--- src/rtl/mem_access_unit_pkg.sv ---
// Shared encodings, state type and store-merge helper for the data-memory access unit.
package mem_pkg;

    localparam int DEPTH_WORDS_DEF = 100;

    localparam logic [1:0] SZ_BYTE    = 2'b00;
    localparam logic [1:0] SZ_HALF    = 2'b01;
    localparam logic [1:0] SZ_WORD    = 2'b10;
    localparam logic [1:0] SZ_ILLEGAL = 2'b11;

    typedef enum logic [1:0] {
        IDLE  = 2'd0,
        WRITE = 2'd1,
        DONE  = 2'd2
    } state_t;

    // Replaces the addressed byte/half lane of the current word with the store data.
    function automatic logic [31:0] merge_store(
        input logic [31:0] word,
        input logic [31:0] wdata,
        input logic [1:0]  lane,
        input logic [1:0]  size
    );
        logic [31:0] r;
        r = word;
        if (size == SZ_BYTE) begin
            r[{lane, 3'b000} +: 8] = wdata[7:0];
        end else if (size == SZ_HALF) begin
            r[{lane[1], 4'b0000} +: 16] = wdata[15:0];
        end
        return r;
    endfunction

endpackage

--- src/rtl/mem_access_unit_if.sv ---
// Request/response bus between the MEM stage, the access unit and the word memory.
interface mem_access_unit_if #(
    parameter int AW = 32
);
    logic          req_valid;
    logic          req_we;
    logic [1:0]    req_size;
    logic          req_unsigned;
    logic [AW-1:0] req_addr;
    logic [31:0]   req_wdata;

    logic [31:0]   mem_A;
    logic [31:0]   mem_WD;
    logic          mem_WE;
    logic [31:0]   mem_RD;

    logic [31:0]   load_data;
    logic          done;
    logic          stall;
    logic          fault;
    logic [AW-1:0] fault_addr;

    modport master (
        output req_valid, req_we, req_size, req_unsigned, req_addr, req_wdata,
        input  load_data, done, stall, fault, fault_addr
    );

    modport slave (
        input  req_valid, req_we, req_size, req_unsigned, req_addr, req_wdata, mem_RD,
        output mem_A, mem_WD, mem_WE, load_data, done, stall, fault, fault_addr
    );

    modport mem (
        input  mem_A, mem_WD, mem_WE,
        output mem_RD
    );
endinterface

--- src/rtl/mem_access_unit_lane_align.sv ---
// Picks the addressed byte/half lane out of a read word and sign- or zero-extends it.
module lane_align
    import mem_pkg::*;
(
    input  logic [31:0] i_word,
    input  logic [1:0]  i_lane,
    input  logic [1:0]  i_size,
    input  logic        i_unsigned,
    output logic [31:0] o_data
);
    logic [7:0]  w_byte;
    logic [15:0] w_half;

    always_comb begin
        w_byte = i_word[{i_lane, 3'b000} +: 8];
        w_half = i_lane[1] ? i_word[31:16] : i_word[15:0];
        o_data = i_word;
        case (i_size)
            SZ_BYTE: o_data = {{24{~i_unsigned & w_byte[7]}}, w_byte};
            SZ_HALF: o_data = {{16{~i_unsigned & w_half[15]}}, w_half};
            default: o_data = i_word;
        endcase
    end
endmodule

--- src/rtl/mem_access_unit.sv ---
// Load/store initiator for the word-organised data memory: sub-word RMW, extension,
// alignment/range faults and pipeline stall.
module mem_access_unit
    import mem_pkg::*;
#(
    parameter int DEPTH_WORDS = DEPTH_WORDS_DEF,
    parameter int AW          = 32
) (
    input  logic              CLK,
    input  logic              reset,
    mem_access_unit_if.slave  bus
);
    state_t        r_state;
    state_t        w_next;
    logic [31:0]   r_load_data;
    logic [31:0]   r_merge;
    logic [31:0]   r_index;
    logic [AW-1:0] r_fault_addr;
    logic          r_fault;

    logic [31:0]   w_idx;
    logic [31:0]   w_ext;
    logic [31:0]   w_merged;
    logic          w_bad;
    logic          w_accept;
    logic          w_load;
    logic          w_wstore;
    logic          w_sstore;
    logic          w_we;
    logic [31:0]   w_A;
    logic [31:0]   w_WD;

    assign w_idx = 32'(bus.req_addr[AW-1:2]);

    assign w_bad = (bus.req_size == SZ_ILLEGAL)
                 | ((bus.req_size == SZ_HALF) & bus.req_addr[0])
                 | ((bus.req_size == SZ_WORD) & (|bus.req_addr[1:0]))
                 | (w_idx >= 32'(DEPTH_WORDS));

    assign w_accept = (r_state == IDLE) & bus.req_valid;
    assign w_load   = ~w_bad & ~bus.req_we;
    assign w_wstore = ~w_bad &  bus.req_we & (bus.req_size == SZ_WORD);
    assign w_sstore = ~w_bad &  bus.req_we & (bus.req_size != SZ_WORD);

    lane_align u_lane_align (
        .i_word     (bus.mem_RD),
        .i_lane     (bus.req_addr[1:0]),
        .i_size     (bus.req_size),
        .i_unsigned (bus.req_unsigned),
        .o_data     (w_ext)
    );

    assign w_merged = merge_store(bus.mem_RD, bus.req_wdata, bus.req_addr[1:0], bus.req_size);

    always_comb begin
        w_next = r_state;
        w_A    = w_idx;
        w_WD   = bus.req_wdata;
        w_we   = 1'b0;
        case (r_state)
            IDLE: begin
                if (bus.req_valid) begin
                    if (w_sstore) begin
                        w_next = WRITE;
                    end else begin
                        w_next = DONE;
                        w_we   = w_wstore;
                    end
                end
            end
            WRITE: begin
                w_A    = r_index;
                w_WD   = r_merge;
                w_we   = 1'b1;
                w_next = DONE;
            end
            DONE: w_next = IDLE;
            default: w_next = IDLE;
        endcase
    end

    always_ff @(posedge CLK or negedge reset) begin
        if (!reset) begin
            r_state      <= IDLE;
            r_load_data  <= '0;
            r_merge      <= '0;
            r_index      <= '0;
            r_fault_addr <= '0;
            r_fault      <= 1'b0;
        end else begin
            r_state <= w_next;
            if (w_accept) begin
                r_fault <= w_bad;
                if (w_bad) begin
                    r_fault_addr <= bus.req_addr;
                end
                if (w_load) begin
                    r_load_data <= w_ext;
                end
                if (w_sstore) begin
                    r_merge <= w_merged;
                    r_index <= w_idx;
                end
            end
        end
    end

    // Write enable and stall are gated by reset so nothing leaks out while it is held low.
    assign bus.mem_A      = w_A;
    assign bus.mem_WD     = w_WD;
    assign bus.mem_WE     = reset & w_we;
    assign bus.load_data  = r_load_data;
    assign bus.fault_addr = r_fault_addr;
    assign bus.done       = (r_state == DONE);
    assign bus.fault      = (r_state == DONE) & r_fault;
    assign bus.stall      = reset & bus.req_valid & (r_state != DONE);

endmodule

--- src/flat_wrapper.sv ---
// flat-port wrapper written by rule: the top's interface ports become plain ports
module mem_access_unit_flat import mem_pkg::*;
#(
    parameter int DEPTH_WORDS = DEPTH_WORDS_DEF,
    parameter int AW          = 32
)
  (CLK, reset, bus_req_valid, bus_req_we, bus_req_size, bus_req_unsigned, bus_req_addr, bus_req_wdata, bus_mem_RD, bus_mem_A, bus_mem_WD, bus_mem_WE, bus_load_data, bus_done, bus_stall, bus_fault, bus_fault_addr);
  mem_access_unit_if #(.AW(AW)) bus_i ();
  input  logic CLK;
  input  logic reset;
  input wire logic [$bits(bus_i.req_valid)-1:0] bus_req_valid;
  input wire logic [$bits(bus_i.req_we)-1:0] bus_req_we;
  input wire logic [$bits(bus_i.req_size)-1:0] bus_req_size;
  input wire logic [$bits(bus_i.req_unsigned)-1:0] bus_req_unsigned;
  input wire logic [$bits(bus_i.req_addr)-1:0] bus_req_addr;
  input wire logic [$bits(bus_i.req_wdata)-1:0] bus_req_wdata;
  input wire logic [$bits(bus_i.mem_RD)-1:0] bus_mem_RD;
  output wire logic [$bits(bus_i.mem_A)-1:0] bus_mem_A;
  output wire logic [$bits(bus_i.mem_WD)-1:0] bus_mem_WD;
  output wire logic [$bits(bus_i.mem_WE)-1:0] bus_mem_WE;
  output wire logic [$bits(bus_i.load_data)-1:0] bus_load_data;
  output wire logic [$bits(bus_i.done)-1:0] bus_done;
  output wire logic [$bits(bus_i.stall)-1:0] bus_stall;
  output wire logic [$bits(bus_i.fault)-1:0] bus_fault;
  output wire logic [$bits(bus_i.fault_addr)-1:0] bus_fault_addr;
  assign bus_i.req_valid = bus_req_valid;
  assign bus_i.req_we = bus_req_we;
  assign bus_i.req_size = bus_req_size;
  assign bus_i.req_unsigned = bus_req_unsigned;
  assign bus_i.req_addr = bus_req_addr;
  assign bus_i.req_wdata = bus_req_wdata;
  assign bus_i.mem_RD = bus_mem_RD;
  assign bus_mem_A = bus_i.mem_A;
  assign bus_mem_WD = bus_i.mem_WD;
  assign bus_mem_WE = bus_i.mem_WE;
  assign bus_load_data = bus_i.load_data;
  assign bus_done = bus_i.done;
  assign bus_stall = bus_i.stall;
  assign bus_fault = bus_i.fault;
  assign bus_fault_addr = bus_i.fault_addr;
  mem_access_unit #(.DEPTH_WORDS(DEPTH_WORDS), .AW(AW)) u_core (.CLK(CLK), .reset(reset), .bus(bus_i));
endmodule
--- config.mk ---
export PLATFORM = sky130hd
export DESIGN_NAME = mem_access_unit_flat
export DESIGN_NICKNAME = d
export VERILOG_FILES = /design/src/rtl/mem_access_unit_pkg.sv /design/src/rtl/mem_access_unit_if.sv /design/src/rtl/mem_access_unit_lane_align.sv /design/src/rtl/mem_access_unit.sv /design/src/flat_wrapper.sv
export SDC_FILE = /design/constraint.sdc
export NUM_CORES = 1
export LEC_CHECK = 0
export ABC_AREA = 1
export CELL_PAD_IN_SITES_DETAIL_PLACEMENT = 0
export CELL_PAD_IN_SITES_GLOBAL_PLACEMENT = 1
export CORE_AREA = 2 2 159 161
export DETAILED_ROUTE_END_ITERATION = 16
export DIE_AREA = 0 0 161 163
export GPL_ROUTABILITY_DRIVEN = 0
export PLACE_DENSITY_LB_ADDON = 0.1
export SYNTH_ARGS = -nofsm -noshare
export SYNTH_HDL_FRONTEND = slang
export SYNTH_SLANG_ARGS = --single-unit
export TNS_END_PERCENT = 50
--- constraint.sdc ---
create_clock -name CLK -period 2.6 [get_ports CLK]
set_clock_uncertainty 0.15 [all_clocks]
set_input_delay 0.26 -clock CLK [delete_from_list [all_inputs] [get_ports CLK]]
set_output_delay 0.26 -clock CLK [all_outputs]
set_load 0.02 [all_outputs]
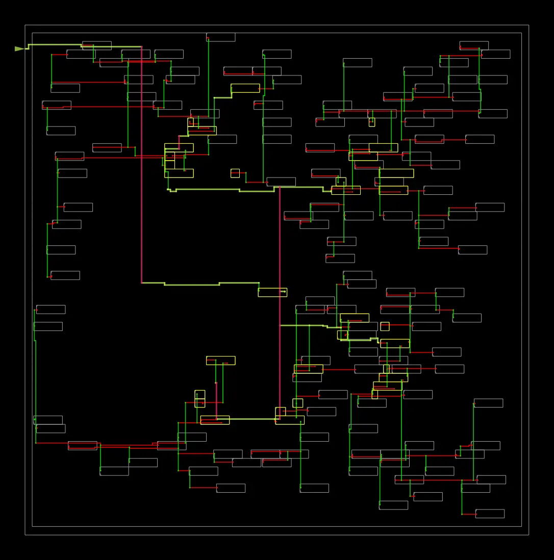
Fig. 1. Clock routing (run 1).
CTS buffer count: 17
sequential cell count of the final layout: 129
clock latency on the worst-skew pair: 420 ps

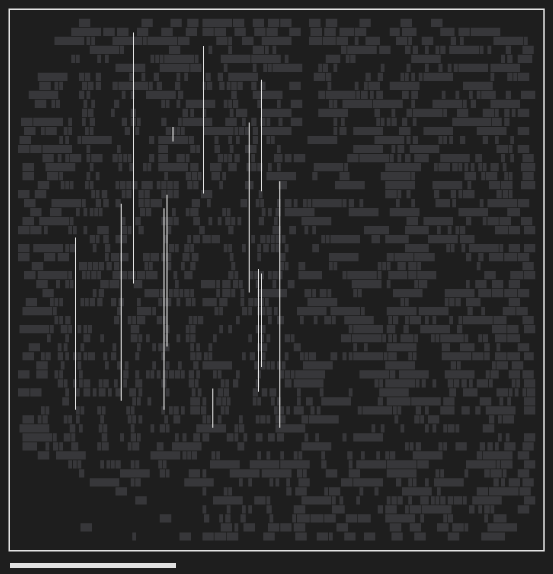
Fig. 2. Metal 4 (run 1).
Scale bar: 50 microns.
The layer carries 575 microns of wire. The wires run mostly vertical.
post-detailed-routing wire length: 29,400 microns
via count: 8,380

==> run_summary.xml, run 1 <==
<?xml version="1.0" encoding="UTF-8"?>
<metrics>
  <group name="grt">
    <metric name="gr-usage-met1" unit="">0.301</metric>
    <metric name="via_count_of_the_first_global_routing_pass" unit="">8215</metric>
    <metric name="grt_usage" unit="">0.224</metric>
    <metric name="grt_first_pass_wirelength" unit="microns">45900</metric>
  </group>
  <group name="worst_setup_path">
    <metric name="critical_path.cell_chain" unit="">nand2_4, buf_12, mux2_2, clkdlybuf4s50_1</metric>
    <metric name="critical-path-top-delay-family" unit="">buffers and inverters</metric>
    <metric name="critical_path_startpoint_category" unit="">flop</metric>
    <metric name="crit_path_end" unit="">bus_mem_WD[17]</metric>
  </group>
  <group name="synth">
    <metric name="ys_chip_area" unit="sq um">7960</metric>
    <metric name="edf_count" unit="">0</metric>
    <metric name="synth_sequential_area_ratio" unit="">0.405</metric>
    <metric name="synth_area_per_cell" unit="sq um">6.71</metric>
    <metric name="synthFlopType" unit="">sky130_fd_sc_hd__dfrtp_1</metric>
    <metric name="yosysUniqueCellTypes" unit="">26</metric>
    <metric name="mappedNetlistArea" unit="sq um">7960</metric>
    <metric name="yosysCellCount" unit="">1186</metric>
  </group>
  <group name="power_and_ir_drop">
    <metric name="worst_ir_drop_vdd" unit="mV">0.386</metric>
    <metric name="switching_share" unit="">0.308</metric>
  </group>
  <group name="drt">
    <metric name="residual_drc_count" unit="">0</metric>
    <metric name="avgViaCountPerCell" unit="">4.78</metric>
    <metric name="detail-route-antenna-nets" unit="">0</metric>
  </group>
  <group name="cells_and_area">
    <metric name="most_frequently_placed_logic_cell_in_the_final_layout" unit="">sky130_fd_sc_hd__nand2_1</metric>
    <metric name="final_cell_mix" unit="">sky130_fd_sc_hd__nand2_1, sky130_fd_sc_hd__clkdlybuf4s50_1, sky130_fd_sc_hd__dfrtp_1</metric>
  </group>
  <group name="sta">
    <metric name="max_slew.worst_pin.slew" unit="ps">771</metric>
    <metric name="slew_violations" unit="">0</metric>
  </group>
  <group name="cts">
    <metric name="tritoncts" unit="">built</metric>
    <metric name="cts_root_buffer" unit="">sky130_fd_sc_hd__clkbuf_16</metric>
    <metric name="cts_resized" unit="">3</metric>
    <metric name="clk_transition_reported_paths" unit="ps">60</metric>
  </group>
  <group name="min_path">
    <metric name="hold_depth" unit="">3</metric>
  </group>
  <group name="outcome">
    <metric name="status" unit="">finished clean</metric>
  </group>
</metrics>
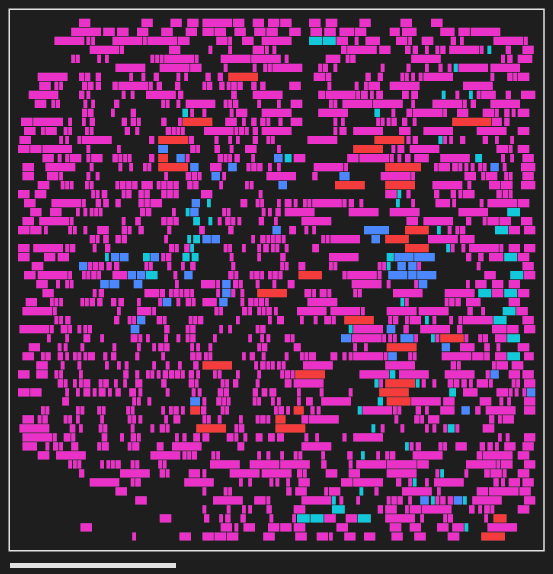
Fig. 3. Sizing map (run 1).
Scale bar: 50 microns.
Key: red = drive 6 and up [cells 31]; cyan = drive 2 [cells 64]; blue = drive 3 to 4 [cells 51]; magenta = drive 1 or less [cells 1,278]
final instance area: 11,400 sq um
Synth-to-Final Area Change: 43.6%
final worst-path setup slack: 53.3 ps

-- run 1: cell families after synthesis --
logic type / share of synthesized area
buf+inv: 0.112
flops: 0.405
fa+ha+maj: 0.00786
mux: 0.0226
other cells: 0.000471
simple gates: 0.355
compound gates: 0.0968
-- run 1: metrics by stage --
| step | total power, mW | hold WS [ps] | util | instance area, sq um | instances |
|---|---|---|---|---|---|
| floorplan | 2.72 | -186 | - | 7970 | 1187 |
| global placement | 3.37 | 283 | 0.437 | 10800 | 1718 |
| detailed placement | 3.37 | 271 | 0.437 | 10800 | 1718 |
| CTS | 5.74 | 250 | 0.461 | 11400 | 1754 |
| global route | 5.93 | 294 | 0.463 | 11400 | 1754 |
| finish | 5.67 | 266 | 0.463 | 11400 | 1754 |
-- run 1: final cells by class --
| type | count | area, sq um | share of cell area |
|---|---|---|---|
| clock buffers | 17 | 425 | 0.0372 |
| clock inverters | 15 | 135 | 0.0118 |
| inverters | 138 | 523 | 0.0457 |
| multi-input cells | 846 | 3870 | 0.339 |
| flip-flops and latches | 129 | 3230 | 0.282 |
| well taps | 330 | 413 | 0.0361 |
| repair buffers | 279 | 2840 | 0.248 |
-- run 1: power by group through the flow --
stage | clock network, mW | logic (mW) | registers, mW
3_5_place_dp | 0 | 1.23 | 2.15
2_1_floorplan | 0 | 0.494 | 2.23
5_1_grt | 2.48 | 1.33 | 2.12
3_3_place_gp | 0 | 1.23 | 2.14
6_report | 2.34 | 1.22 | 2.11
4_1_cts | 2.40 | 1.23 | 2.11
-- run 1: sequential cells by signal (all words and copies together) (netlist names) --
name,count
u_core.bus.fault_addr,32
u_core.bus.load_data,32
u_core.r_merge,32
u_core.r_index,30
u_core.r_state,2
u_core.r_fault,1
## Run 2: what changed since run 1
--- a/config.mk
+++ b/config.mk
@@ -8,9 +8,10 @@
 export ABC_AREA = 1
 export CELL_PAD_IN_SITES_DETAIL_PLACEMENT = 0
 export CELL_PAD_IN_SITES_GLOBAL_PLACEMENT = 1
-export CORE_AREA = 2 2 159 161
+export CORE_AREA = 2 2 157 159
+export CTS_BUF_LIST = sky130_fd_sc_hd__clkbuf_4
 export DETAILED_ROUTE_END_ITERATION = 16
-export DIE_AREA = 0 0 161 163
+export DIE_AREA = 0 0 159 161
 export GPL_ROUTABILITY_DRIVEN = 0
 export PLACE_DENSITY_LB_ADDON = 0.1
 export SYNTH_ARGS = -nofsm -noshare
==> run 2 against run 1 <==
  * Non-clock buffer count is 3 higher
  * Wire length is 2.3% lower
  * Critical path depth did not move
  * First-iteration DRC count down 5.9%
  * Clock power shrank 33%
  * Utilization decreased by 0.11 points
  * Sequential power hardly changed
  * Combinational power down 3%
  * Worst hold slack worse by 140 ps
  * Setup slack better by 14 ps
  * Critical path type unchanged
==> run_summary.xml, run 2 <==
<?xml version="1.0" encoding="UTF-8"?>
<metrics>
  <group name="cells_and_area">
    <metric name="most_frequently_placed_logic_cell_in_the_final_layout" unit="">sky130_fd_sc_hd__nand2_1</metric>
    <metric name="synthToLayoutAreaGrowth" unit="%">39.2</metric>
    <metric name="fin_area" unit="sq um">11100</metric>
    <metric name="final_cell_mix" unit="">sky130_fd_sc_hd__nand2_1, sky130_fd_sc_hd__clkdlybuf4s50_1, sky130_fd_sc_hd__dfrtp_1</metric>
    <metric name="fin_util" unit="">0.462</metric>
  </group>
  <group name="synth">
    <metric name="yosysCellCount" unit="">1186</metric>
    <metric name="synth_sequential_area_ratio" unit="">0.405</metric>
    <metric name="ys_chip_area" unit="sq um">7960</metric>
    <metric name="yosysUniqueCellTypes" unit="">26</metric>
    <metric name="mappedNetlistArea" unit="sq um">7960</metric>
    <metric name="synth_area_per_cell" unit="sq um">6.71</metric>
    <metric name="edf_count" unit="">0</metric>
  </group>
  <group name="place">
    <metric name="dp_hpwl" unit="microns">21000</metric>
    <metric name="placement.cell_area" unit="sq um">10800</metric>
  </group>
  <group name="power_and_ir_drop">
    <metric name="worst_ir_drop_vdd" unit="mV">0.292</metric>
    <metric name="switching_share" unit="">0.328</metric>
    <metric name="fin_total_pwr" unit="mW">4.84</metric>
    <metric name="sequential_power" unit="mW">2.11</metric>
    <metric name="combinationalPower" unit="mW">1.18</metric>
    <metric name="power_leader" unit="">sequential cells</metric>
  </group>
  <group name="sta">
    <metric name="timing.final.ws_setup" unit="ps">67.4</metric>
    <metric name="final.hold.worst_slack" unit="ps">124</metric>
    <metric name="slew_violations" unit="">0</metric>
    <metric name="setup_viol" unit="">0</metric>
    <metric name="max_slew.worst_pin.slew" unit="ps">811</metric>
  </group>
  <group name="grt">
    <metric name="globalRouteMet2Util" unit="">0.375</metric>
    <metric name="grt_start_max_net_pins" unit="">130</metric>
    <metric name="via_count_of_the_first_global_routing_pass" unit="">8171</metric>
    <metric name="gr-usage-met1" unit="">0.306</metric>
  </group>
  <group name="cts">
    <metric name="clk_transition_reported_paths" unit="ps">130</metric>
    <metric name="cts_buffer_count" unit="">17</metric>
    <metric name="cts_resized" unit="">63</metric>
    <metric name="cts_root_buffer" unit="">sky130_fd_sc_hd__clkbuf_4</metric>
  </group>
  <group name="outcome">
    <metric name="status" unit="">finished clean</metric>
  </group>
  <group name="floorplanning">
    <metric name="floorplan.die_area" unit="sq um">25600</metric>
  </group>
  <group name="worst_setup_path">
    <metric name="critical_path.cell_chain" unit="">nand2_4, bufbuf_16, mux2_2, dlygate4sd2_1</metric>
    <metric name="path_max_fanout" unit="">19</metric>
    <metric name="critical_path_startpoint_category" unit="">flop</metric>
  </group>
  <group name="drt">
    <metric name="residual_drc_count" unit="">0</metric>
    <metric name="avgViaCountPerCell" unit="">4.81</metric>
    <metric name="detail-route-antenna-nets" unit="">0</metric>
  </group>
</metrics>
[run 2: cell counts after synthesis]
Identical to the previous run, type by type.
[run 2: cells by family after synthesis]
family,synth area share
AOI/OAI and AO/OA,0.0968
muxes,0.0226
adders and majority gates,0.00786
and+or+nand+nor,0.355
other,0.000471
DFF,0.405
buffers and inverters,0.112
[run 2: area by class of cell]
| class | instances | area, sq um | share of cell area |
|---|---|---|---|
| clock inverter | 14 | 178 | 0.0160 |
| multi-input combinational | 846 | 3870 | 0.350 |
| tap | 324 | 405 | 0.0366 |
| clock buffer | 18 | 135 | 0.0122 |
| inverter | 138 | 523 | 0.0472 |
| timing repair buffer | 282 | 2730 | 0.247 |
| sequential | 129 | 3230 | 0.291 |
| antenna | 2 | 5.00 | 0.000452 |
[run 2: layer usage]
| layer | vias to the layer above | share of wire | routed length, microns |
|---|---|---|---|
| li1 | 4214 | - | - |
| met1 | 3937 | 0.46 | 13300 |
| met2 | 253 | 0.47 | 13600 |
| met3 | 24 | 0.054 | 1540 |
| met4 | 0 | 0.014 | 417 |
| met5 | - | 0 | 0 |
[run 2: worst paths after layout]
| check | start | end | slack (ps) | depth (start not counted) |
|---|---|---|---|---|
| worst max-delay path | u_core.r_state[0] | bus_mem_WD[16] | 70 | 4 |
| worst min-delay path | bus_req_addr[26] | u_core.bus.fault_addr[26] | 120 | 3 |
| worst max register to register | u_core.r_state[1] | u_core.r_index[9] | 890 | 7 |
| worst min register to register | u_core.bus.load_data[12] | u_core.bus.load_data[12] | 330 | 2 |
| max in group asynchronous | reset | u_core.bus.load_data[16] | 1480 | 3 |
| min in group asynchronous | reset | u_core.bus.fault_addr[29] | 140 | 3 |
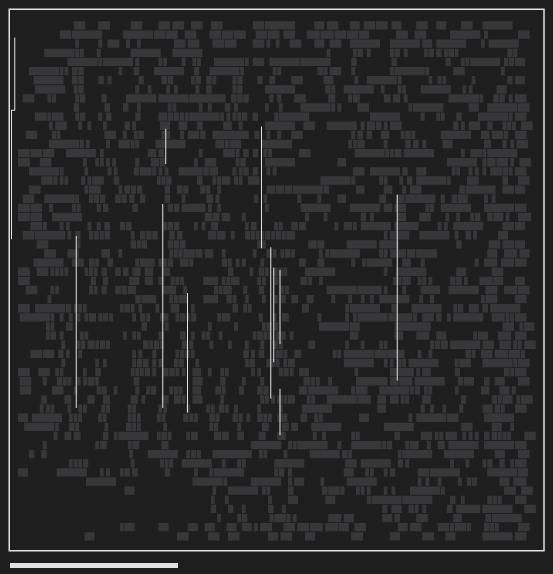
Fig. 4. Metal 4 (run 2).
Scale bar: 50 microns.
The wires run mostly vertical. 8 nets have wire on it.
post-detailed-routing wire length: 28,800 microns
via count: 8,428

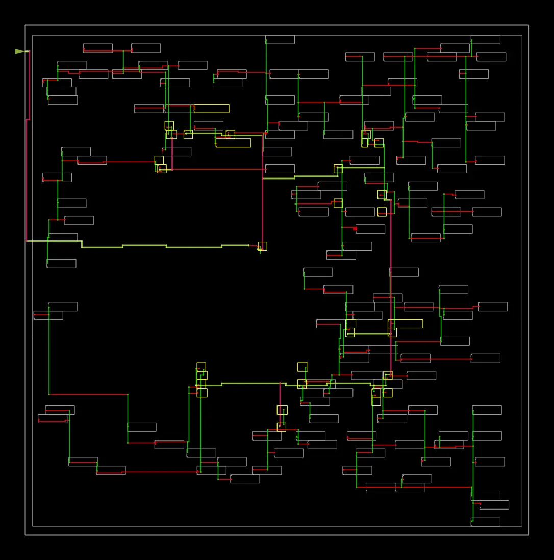
Fig. 5. Clock routing (run 2).
clock group total power: 1.56 mW
# clock sinks: 129
clock latency on the worst-skew pair: 530 ps

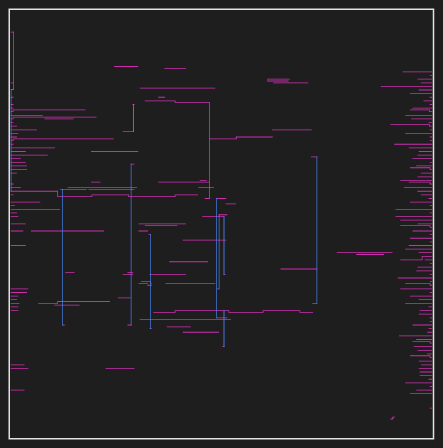
Fig. 6. Routed metal, one colour a layer (run 2).
Two of the layers only.
Key: blue = met4 [wire length 417 microns]; magenta = met3 [wire length 1,540 microns]
overall track demand over capacity in global routing: 0.225
routed length per placed instance: 16.4 microns

## Run 3: what changed since run 2
--- a/config.mk
+++ b/config.mk
@@ -10,6 +10,7 @@
 export CELL_PAD_IN_SITES_GLOBAL_PLACEMENT = 1
 export CORE_AREA = 2 2 157 159
 export CTS_BUF_LIST = sky130_fd_sc_hd__clkbuf_4
+export CTS_CLUSTER_SIZE = 14
 export DETAILED_ROUTE_END_ITERATION = 16
 export DIE_AREA = 0 0 159 161
 export GPL_ROUTABILITY_DRIVEN = 0
==> run 3 against run 2 <==
  * Setup slack stayed put
  * Register-to-register slack hardly changed
  * Non-clock buffer count stayed put
  * Sequential share of layout area stayed put
  * Global-route usage stayed put
  * First-iteration DRC count stayed put
  * Critical path type unchanged
  * Die size stayed put
  * Maximum frequency stayed put
  * Critical endpoint unchanged
  * Via count stayed put
  * Sequential power hardly changed
  * Worst hold slack stayed put
==> run_summary.xml, run 3 <==
<?xml version="1.0" encoding="UTF-8"?>
<metrics>
  <group name="synth">
    <metric name="synthFlopType" unit="">sky130_fd_sc_hd__dfrtp_1</metric>
    <metric name="edf_count" unit="">0</metric>
    <metric name="ys_chip_area" unit="sq um">7960</metric>
    <metric name="synth_area_per_cell" unit="sq um">6.71</metric>
    <metric name="synth_sequential_area_ratio" unit="">0.405</metric>
    <metric name="mappedNetlistArea" unit="sq um">7960</metric>
  </group>
  <group name="cells_and_area">
    <metric name="fin_area" unit="sq um">11100</metric>
    <metric name="finalNonFillerCells" unit="">1753</metric>
    <metric name="fin_util" unit="">0.462</metric>
  </group>
  <group name="grt">
    <metric name="via_count_of_the_first_global_routing_pass" unit="">8171</metric>
  </group>
  <group name="sta">
    <metric name="max_slew.worst_pin.slew" unit="ps">811</metric>
    <metric name="setup_viol" unit="">0</metric>
    <metric name="timing.final.ws_setup" unit="ps">67.4</metric>
    <metric name="slew_violations" unit="">0</metric>
  </group>
  <group name="outcome">
    <metric name="status" unit="">finished clean</metric>
  </group>
  <group name="drt">
    <metric name="wl_per_cell" unit="microns">16.4</metric>
    <metric name="detail-route-antenna-nets" unit="">0</metric>
    <metric name="routed-via-count" unit="">8428</metric>
  </group>
  <group name="power_and_ir_drop">
    <metric name="combinationalPower" unit="mW">1.18</metric>
    <metric name="power_leader" unit="">sequential cells</metric>
    <metric name="worst_ir_drop_vdd" unit="mV">0.292</metric>
    <metric name="p_clk" unit="mW">1.56</metric>
    <metric name="fin_total_pwr" unit="mW">4.84</metric>
  </group>
  <group name="worst_setup_path">
    <metric name="critical-path-top-delay-family" unit="">buffers and inverters</metric>
    <metric name="worst_r2r_endpoint" unit="">u_core.r_index[9]</metric>
    <metric name="path_max_fanout" unit="">19</metric>
    <metric name="critical_path.cell_chain" unit="">nand2_4, bufbuf_16, mux2_2, dlygate4sd2_1</metric>
    <metric name="reg2reg_setup_slack" unit="ps">890</metric>
    <metric name="critical_path.reg2reg.startpoint" unit="">u_core.r_state[1]</metric>
  </group>
  <group name="cts">
    <metric name="tritoncts" unit="">built</metric>
  </group>
  <group name="place">
    <metric name="dp_hpwl" unit="microns">21000</metric>
  </group>
  <group name="min_path">
    <metric name="hold_depth" unit="">3</metric>
  </group>
</metrics>
==> run 3: cell counts after synthesis <==
Identical to the previous run, type by type.
==> run 3: layout make-up <==
class                           instances  area (sq um)  area share
Multi-Input combinational cell        846          3870       0.350
Clock inverter                         14           178      0.0160
Clock buffer                           18           135      0.0122
Tap cell                              324           405      0.0366
Timing Repair Buffer                  282          2730       0.247
Inverter                              138           523      0.0472
Sequential cell                       129          3230       0.291
Antenna cell                            2          5.00    0.000452
==> run 3: worst max-delay path by stage <==
stage                            startpoint              to  slack [ps]
final                     u_core.r_state[0]  bus_mem_WD[16]          70
after global routing      u_core.r_state[1]  bus_mem_WD[16]         -30
after global placement      bus_req_addr[0]      bus_mem_WE        -100
after CTS                 u_core.r_state[0]  bus_mem_WD[16]           8
after floorplan             bus_req_addr[0]      bus_mem_WE         110
after detailed placement    bus_req_addr[0]      bus_mem_WE        -110
==> run 3: layer usage <==
layer | share of wire | wire length [microns] | track usage | vias to the layer above
met3 | 0.054 | 1540 | 0.0411 | 24
met5 | 0 | 0 | 0 | -
li1 | - | - | - | 4214
met2 | 0.47 | 13600 | 0.375 | 253
met4 | 0.014 | 417 | 0.0541 | 0
met1 | 0.46 | 13300 | 0.306 | 3937
==> run 3: kinds of logic after synthesis <==
group	share of synthesized area
simple gates	0.355
buf+inv	0.112
compound gates	0.0968
flops	0.405
mux	0.0226
fa+ha+maj	0.00786
other cells	0.000471
==> run 3: what timing repair did <==
action | in CTS | in global routing
hold buffers | 1 | 0
setup endpoints to repair | 60 | 8
buffers inserted | 1 | 0
gates cloned | 1 | 0
gates resized | 63 | 3
endpoints found under the hold margin | 129 | 0
==> run 3: tightest hold or removal path: cells and delay by family <==
kind                   cells  cell delay [ps]
AOI/OAI and AO/OA          1               60
buffers and inverters      2              480
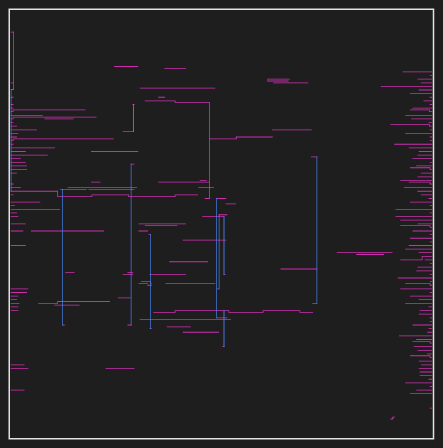
Fig. 7. Routed metal, one colour a layer (run 3).
Two of the layers only.
Key: blue = met4 [wire length 417 microns]; magenta = met3 [wire length 1,540 microns]

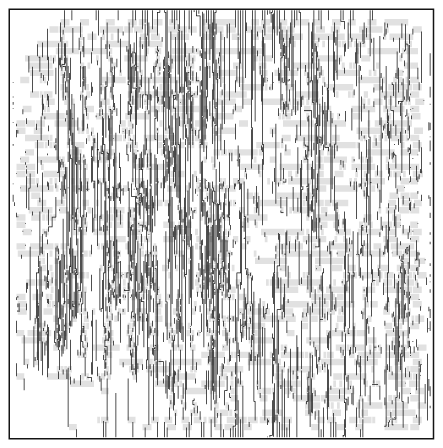
Fig. 8. Signal wires on met2 (run 3).
The layer carries 13,600 microns of wire. The layer holds 47% of the routed length. The longest straight run is 67.0 microns.
global-route track usage on met2: 0.375

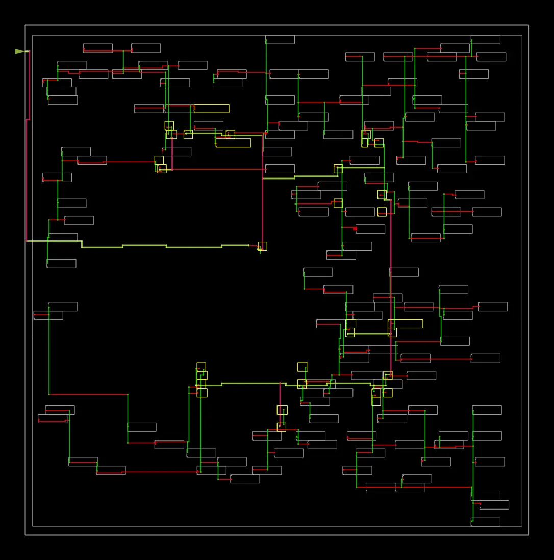
Fig. 9. Clock routing (run 3).
number of clock-tree buffers in the layout: 18

No activity file was given, so power comes from the tool's default toggle rates.
